<file path="config.mk">
export PLATFORM = sky130hd
export DESIGN_NAME = matmul_stream_engine
export DESIGN_NICKNAME = d
export VERILOG_FILES = /design/src/rtl/matmul_pkg.sv /design/src/rtl/matmul_mac.sv /design/src/rtl/matmul_stream_engine.sv
export SDC_FILE = /design/constraint.sdc
export NUM_CORES = 1
export LEC_CHECK = 0
export ABC_AREA = 1
export CAP_MARGIN = 20
export CORE_MARGIN = 1
export CORE_UTILIZATION = 63
export DETAILED_ROUTE_END_ITERATION = 6
export PLACE_DENSITY = 0.81
export SLEW_MARGIN = 10
export SYNTH_ARGS = -nofsm -noshare
export SYNTH_HDL_FRONTEND = slang
export SYNTH_HIERARCHICAL = 1
export SYNTH_SLANG_ARGS = --single-unit
export TNS_END_PERCENT = 20
</file>
<file path="constraint.sdc">
create_clock -name clk -period 7.35 [get_ports clk]
set_input_delay 1.8375 -clock clk [delete_from_list [all_inputs] [get_ports clk]]
set_output_delay 1.8375 -clock clk [all_outputs]
set_load 0.02 [all_outputs]
</file>
<file path="src/rtl/matmul_pkg.sv">
`default_nettype none
// ============================================================================
// Module   : matmul_pkg
// Purpose  : Shared state encoding and derived-width helpers for the matrix
//            multiply stream engine.
// Revision : 1.0  initial release
// ============================================================================
package matmul_pkg;

    typedef enum logic [2:0] {
        LOAD_A     = 3'd0,
        LOAD_B     = 3'd1,
        COMPUTE    = 3'd2,
        SEND_ISSUE = 3'd3,
        SEND_GUARD = 3'd4,
        SEND_WAIT  = 3'd5
    } state_t;

    function automatic int calc_in_bytes(input int data_w);
        return (data_w + 7) / 8;
    endfunction

    function automatic int calc_acc_w(input int data_w, input int n);
        return 2 * data_w + $clog2(n);
    endfunction

    function automatic int calc_out_bytes(input int data_w, input int n);
        return (calc_acc_w(data_w, n) + 7) / 8;
    endfunction

    // Counter width for a range of 'depth' values, never narrower than one bit
    function automatic int calc_idx_w(input int depth);
        return (depth > 1) ? $clog2(depth) : 1;
    endfunction

endpackage
`default_nettype wire

</file>
<file path="src/rtl/matmul_mac.sv">
`default_nettype none
// ============================================================================
// Module   : matmul_mac
// Purpose  : DATA_W x DATA_W multiplier feeding an ACC_W accumulator; signed
//            arithmetic when MATMUL_SIGNED_EN is defined.
// Revision : 1.0  initial release
// ============================================================================
module matmul_mac
    import matmul_pkg::*;
#(
    parameter int DATA_W = 8,
    parameter int ACC_W  = calc_acc_w(8, 2)
) (
    input  logic              clk,
    input  logic              rst,
    input  logic              clear,
    input  logic              en,
    input  logic [DATA_W-1:0] a,
    input  logic [DATA_W-1:0] b,
    output logic [ACC_W-1:0]  sum
);

    logic [ACC_W-1:0] r_acc;
    logic [ACC_W-1:0] w_prod;

`ifdef MATMUL_SIGNED_EN
    assign w_prod = ACC_W'($signed(a)) * ACC_W'($signed(b));
`else
    assign w_prod = ACC_W'(a) * ACC_W'(b);
`endif

    // Sum is exposed combinationally so the final term can be stored the same cycle
    assign sum = clear ? w_prod : (r_acc + w_prod);

    always_ff @(posedge clk) begin
        if (rst) begin
            r_acc <= '0;
        end else if (en) begin
            r_acc <= sum;
        end
    end

endmodule
`default_nettype wire

</file>
<file path="src/rtl/matmul_stream_engine.sv">
`default_nettype none
// ============================================================================
// Module   : matmul_stream_engine
// Purpose  : Loads N x N matrices A and B from a byte stream, computes A*B
//            with one MAC per cycle and streams C out via start/busy.
//            Optional macro: MATMUL_SIGNED_EN (two's complement elements).
// Revision : 1.0  initial release
// ============================================================================
module matmul_stream_engine
    import matmul_pkg::*;
#(
    parameter int N      = 2,
    parameter int DATA_W = 8
) (
    input  logic       clk,
    input  logic       rst,
    input  logic [7:0] in_data,
    input  logic       in_valid,
    output logic [7:0] out_data,
    output logic       out_start,
    input  logic       out_busy,
    output logic       busy,
    output logic       done,
    output logic       overrun
);

    localparam int IN_BYTES  = calc_in_bytes(DATA_W);
    localparam int ACC_W     = calc_acc_w(DATA_W, N);
    localparam int OUT_BYTES = calc_out_bytes(DATA_W, N);
    localparam int c_NN      = N * N;
    localparam int c_IN_W    = IN_BYTES * 8;
    localparam int c_OUT_W   = OUT_BYTES * 8;
    localparam int c_IW      = calc_idx_w(N);
    localparam int c_EW      = calc_idx_w(c_NN);
    localparam int c_IBW     = calc_idx_w(IN_BYTES);
    localparam int c_OBW     = calc_idx_w(OUT_BYTES);

    state_t            r_state;
    logic [c_IBW-1:0]  r_bcnt;
    logic [c_EW-1:0]   r_ecnt;
    logic [c_IW-1:0]   r_i, r_j, r_k;
    logic [c_OBW-1:0]  r_obyte;
    logic [DATA_W-1:0] r_mem_a [c_NN];
    logic [DATA_W-1:0] r_mem_b [c_NN];
    logic [ACC_W-1:0]  r_mem_c [c_NN];

    logic [c_IN_W-1:0]  w_word;
    logic [DATA_W-1:0]  w_elem;
    logic               w_loading, w_load, w_drop, w_elem_last, w_mat_last;
    logic               w_i_last, w_j_last, w_k_last;
    logic [c_EW-1:0]    w_a_idx, w_b_idx, w_c_idx;
    logic [ACC_W-1:0]   w_sum;
    logic [c_OUT_W-1:0] w_c_ext;
    logic [7:0]         w_tx_byte;

    // Byte assembly: the newest byte is always the least significant
    generate
        if (IN_BYTES > 1) begin : g_multi_byte
            logic [c_IN_W-9:0] r_shift;
            always_ff @(posedge clk) begin
                if (rst) begin
                    r_shift <= '0;
                end else if (w_load) begin
                    r_shift <= w_word[c_IN_W-9:0];
                end
            end
            assign w_word = {r_shift, in_data};
        end else begin : g_single_byte
            assign w_word = in_data;
        end
    endgenerate

    assign w_elem      = w_word[DATA_W-1:0];
    assign w_loading   = (r_state == LOAD_A) || (r_state == LOAD_B);
    assign w_load      = in_valid && w_loading;
    assign w_drop      = in_valid && !w_loading;
    assign w_elem_last = (r_bcnt == c_IBW'(IN_BYTES - 1));
    assign w_mat_last  = (r_ecnt == c_EW'(c_NN - 1));
    assign w_i_last    = (r_i == c_IW'(N - 1));
    assign w_j_last    = (r_j == c_IW'(N - 1));
    assign w_k_last    = (r_k == c_IW'(N - 1));
    assign w_a_idx     = c_EW'(r_i) * c_EW'(N) + c_EW'(r_k);
    assign w_b_idx     = c_EW'(r_k) * c_EW'(N) + c_EW'(r_j);
    assign w_c_idx     = c_EW'(r_i) * c_EW'(N) + c_EW'(r_j);

`ifdef MATMUL_SIGNED_EN
    assign w_c_ext = c_OUT_W'($signed(r_mem_c[r_ecnt]));
`else
    assign w_c_ext = c_OUT_W'(r_mem_c[r_ecnt]);
`endif
    assign w_tx_byte = 8'(w_c_ext >> (8 * (OUT_BYTES - 1 - int'(r_obyte))));

    matmul_mac #(
        .DATA_W (DATA_W),
        .ACC_W  (ACC_W)
    ) u_mac (
        .clk   (clk),
        .rst   (rst),
        .clear (r_k == '0),
        .en    (r_state == COMPUTE),
        .a     (r_mem_a[w_a_idx]),
        .b     (r_mem_b[w_b_idx]),
        .sum   (w_sum)
    );

    always_ff @(posedge clk) begin
        if (!rst) begin
            if (w_load && w_elem_last) begin
                if (r_state == LOAD_A) begin
                    r_mem_a[r_ecnt] <= w_elem;
                end else begin
                    r_mem_b[r_ecnt] <= w_elem;
                end
            end
            if ((r_state == COMPUTE) && w_k_last) begin
                r_mem_c[w_c_idx] <= w_sum;
            end
        end
    end

    always_ff @(posedge clk) begin
        if (rst) begin
            r_state   <= LOAD_A;
            r_bcnt    <= '0;
            r_ecnt    <= '0;
            r_i       <= '0;
            r_j       <= '0;
            r_k       <= '0;
            r_obyte   <= '0;
            out_start <= 1'b0;
            out_data  <= 8'h00;
            busy      <= 1'b0;
            done      <= 1'b0;
            overrun   <= 1'b0;
        end else begin
            out_start <= 1'b0;
            done      <= 1'b0;
            if (w_drop) begin
                overrun <= 1'b1;
            end
            case (r_state)
                LOAD_A, LOAD_B: begin
                    if (in_valid) begin
                        if ((r_state == LOAD_A) && (r_ecnt == '0) && (r_bcnt == '0)) begin
                            overrun <= 1'b0;
                        end
                        if (w_elem_last) begin
                            r_bcnt <= '0;
                            if (w_mat_last) begin
                                r_ecnt <= '0;
                                if (r_state == LOAD_A) begin
                                    r_state <= LOAD_B;
                                end else begin
                                    r_state <= COMPUTE;
                                    busy    <= 1'b1;
                                end
                            end else begin
                                r_ecnt <= r_ecnt + 1'b1;
                            end
                        end else begin
                            r_bcnt <= r_bcnt + 1'b1;
                        end
                    end
                end
                COMPUTE: begin
                    if (w_k_last) begin
                        r_k <= '0;
                        if (w_j_last) begin
                            r_j <= '0;
                            if (w_i_last) begin
                                r_i     <= '0;
                                r_state <= SEND_ISSUE;
                            end else begin
                                r_i <= r_i + 1'b1;
                            end
                        end else begin
                            r_j <= r_j + 1'b1;
                        end
                    end else begin
                        r_k <= r_k + 1'b1;
                    end
                end
                SEND_ISSUE: begin
                    if (!out_busy) begin
                        out_start <= 1'b1;
                        out_data  <= w_tx_byte;
                        r_state   <= SEND_GUARD;
                    end
                end
                // The transmitter may take a cycle to raise busy after start
                SEND_GUARD: begin
                    r_state <= SEND_WAIT;
                end
                SEND_WAIT: begin
                    if (!out_busy) begin
                        r_state <= SEND_ISSUE;
                        if (r_obyte == c_OBW'(OUT_BYTES - 1)) begin
                            r_obyte <= '0;
                            if (w_mat_last) begin
                                r_ecnt  <= '0;
                                r_state <= LOAD_A;
                                busy    <= 1'b0;
                                done    <= 1'b1;
                            end else begin
                                r_ecnt <= r_ecnt + 1'b1;
                            end
                        end else begin
                            r_obyte <= r_obyte + 1'b1;
                        end
                    end
                end
                default: begin
                    r_state <= LOAD_A;
                end
            endcase
        end
    end

endmodule
`default_nettype wire
</file>
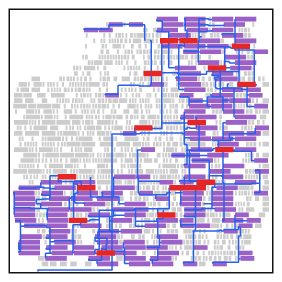
(routed clock nets over the placement)
Drawn at 2 px/um.
blue -> clock wires  # length 1940 um
purple -> flip-flops  # count 173
red -> cells driving clock nets  # count 17
flops lie = spread over the die
Latency at later pin: 440 ps
final clock skew: 16.3 ps

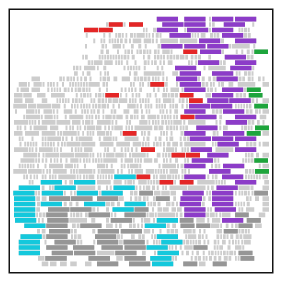
(register map, names as in the netlist)
Drawn at 2 px/um.
green -> out_data  # flops 8
purple -> r_mem_c  # flops 68, where a column on the right
cyan -> r_mem_a  # flops 32
red -> u_mac/r_acc  # flops 17
not colored = 48
FF+latch area: 4780 sq um
fraction of area in registers: 41.9%
final core area utilization: 71.1%

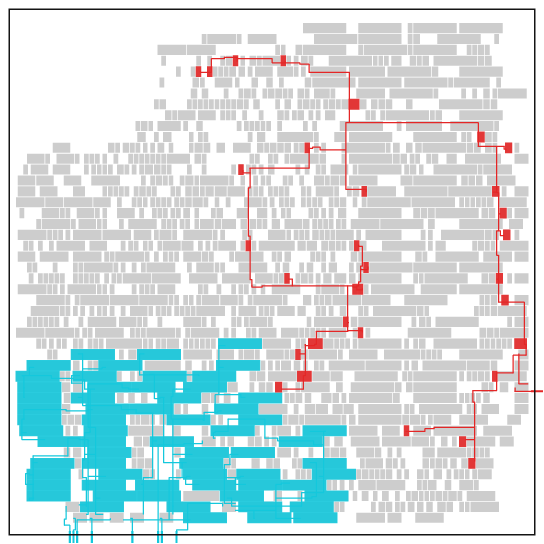
(port wiring)
Drawn at 4 px/um.
cyan -> in_data  # bits 8, direction input, edge bottom, end cells 64, wire 733 um
red -> rst  # bits 1, direction input, edge right, end cells 32, wire 428 um
Port Buffers: 23
io pins: 24

==> sequential cells by signal (all words and copies together) (netlist names), named ones only <==
signal       flops
r_mem_c         68
r_mem_a         32
r_mem_b         32
u_mac/r_acc     17
out_data         8
r_state          3
r_ecnt           2
r_obyte          2
busy             1
done             1
out_start        1
overrun          1
r_i              1
r_j              1
r_k              1
==> cell families after synthesis <==
logic type	count (synthesis)	share of synthesized area, %
adder cells (fa/ha/maj)	98	14.3
buffers and inverters	275	10.4
AND/OR/NAND/NOR	555	22.0
XOR/XNOR	8	0.811
AND-OR/OR-AND	137	6.85
flip-flops	173	45.6
==> metal layers <==
metal	track usage, %	up-vias
li1	-	3954
met1	35.0	3823
met2	50.8	284
met3	4.56	43
met4	10.4	0
met5	0	-
==> worst paths after layout <==
path                     to  depth (start not counted)         from
min             out_data[4]                          2  out_data[4]
max reg2reg  r_mem_c[0][13]                         28          r_j
max          r_mem_c[0][13]                         28          r_j
min reg2reg     out_data[4]                          2  out_data[4]
==> synth_stat cells (all sizes together) <==
cell      n  share of area [%]
nand4     8               0.54
o21bai    1              0.072
dfxtp    41                7.8
xor2      6               0.64
o21ai    85                4.1
ha       61                7.3
or2       6               0.36
nor2    168                6.1
edfxtp  132                 38
xnor2     2               0.17
fa       37                7.1
a21oi    34                1.7
nand2   274                9.8
nor3     11               0.63
and2      5               0.30
nand3b    4               0.29
inv     226                8.1
clkbuf   26               0.95
o22ai    16               0.95
nand3    79                4.0
o211ai    1              0.072
buf      23                1.4
==> reports/results.ini <==
[run_status]
status=complete, no violations

[worst_setup_path]
crit_required_ps=7500
crit_path_frequent_cell=nand2_1
cpLargestDelayFamily=adder cells

[grt]
grt_pass1_wl_um=37000
track_usage_pct=28.5

[timing]
worst_slack_ps=654
fmax_ghz=0.149
worst_slew_pin_slew_ps=941
finalSetupViolCount=0
min_period_ps=6700

[clocking]
cts_tree=yes
htree_num_levels=4
numCtsBuffers=17
post_cts_buffers=0

[routing]
first_pass_iters=5
drt_iter0_drc=818
ant_nets=0
drt-total-wl_um=22600
route.met2.wl_um=11400

[final_layout]
fill_cells=1162
layout-drive-gt1-share_pct=5.07
buf_share_pct=2.81
clock_area_share_pct=4.89
logic_area_sq_um=4630

[die]
core-area_sq_um=16100
die_w_um=131

[place]
place_area_sq_um=10900
dp_slack_ps=755
post-place-cells=1448

[job]
warnings=33

[synth]
synth_area_sq_um=10500
ys.flops=173

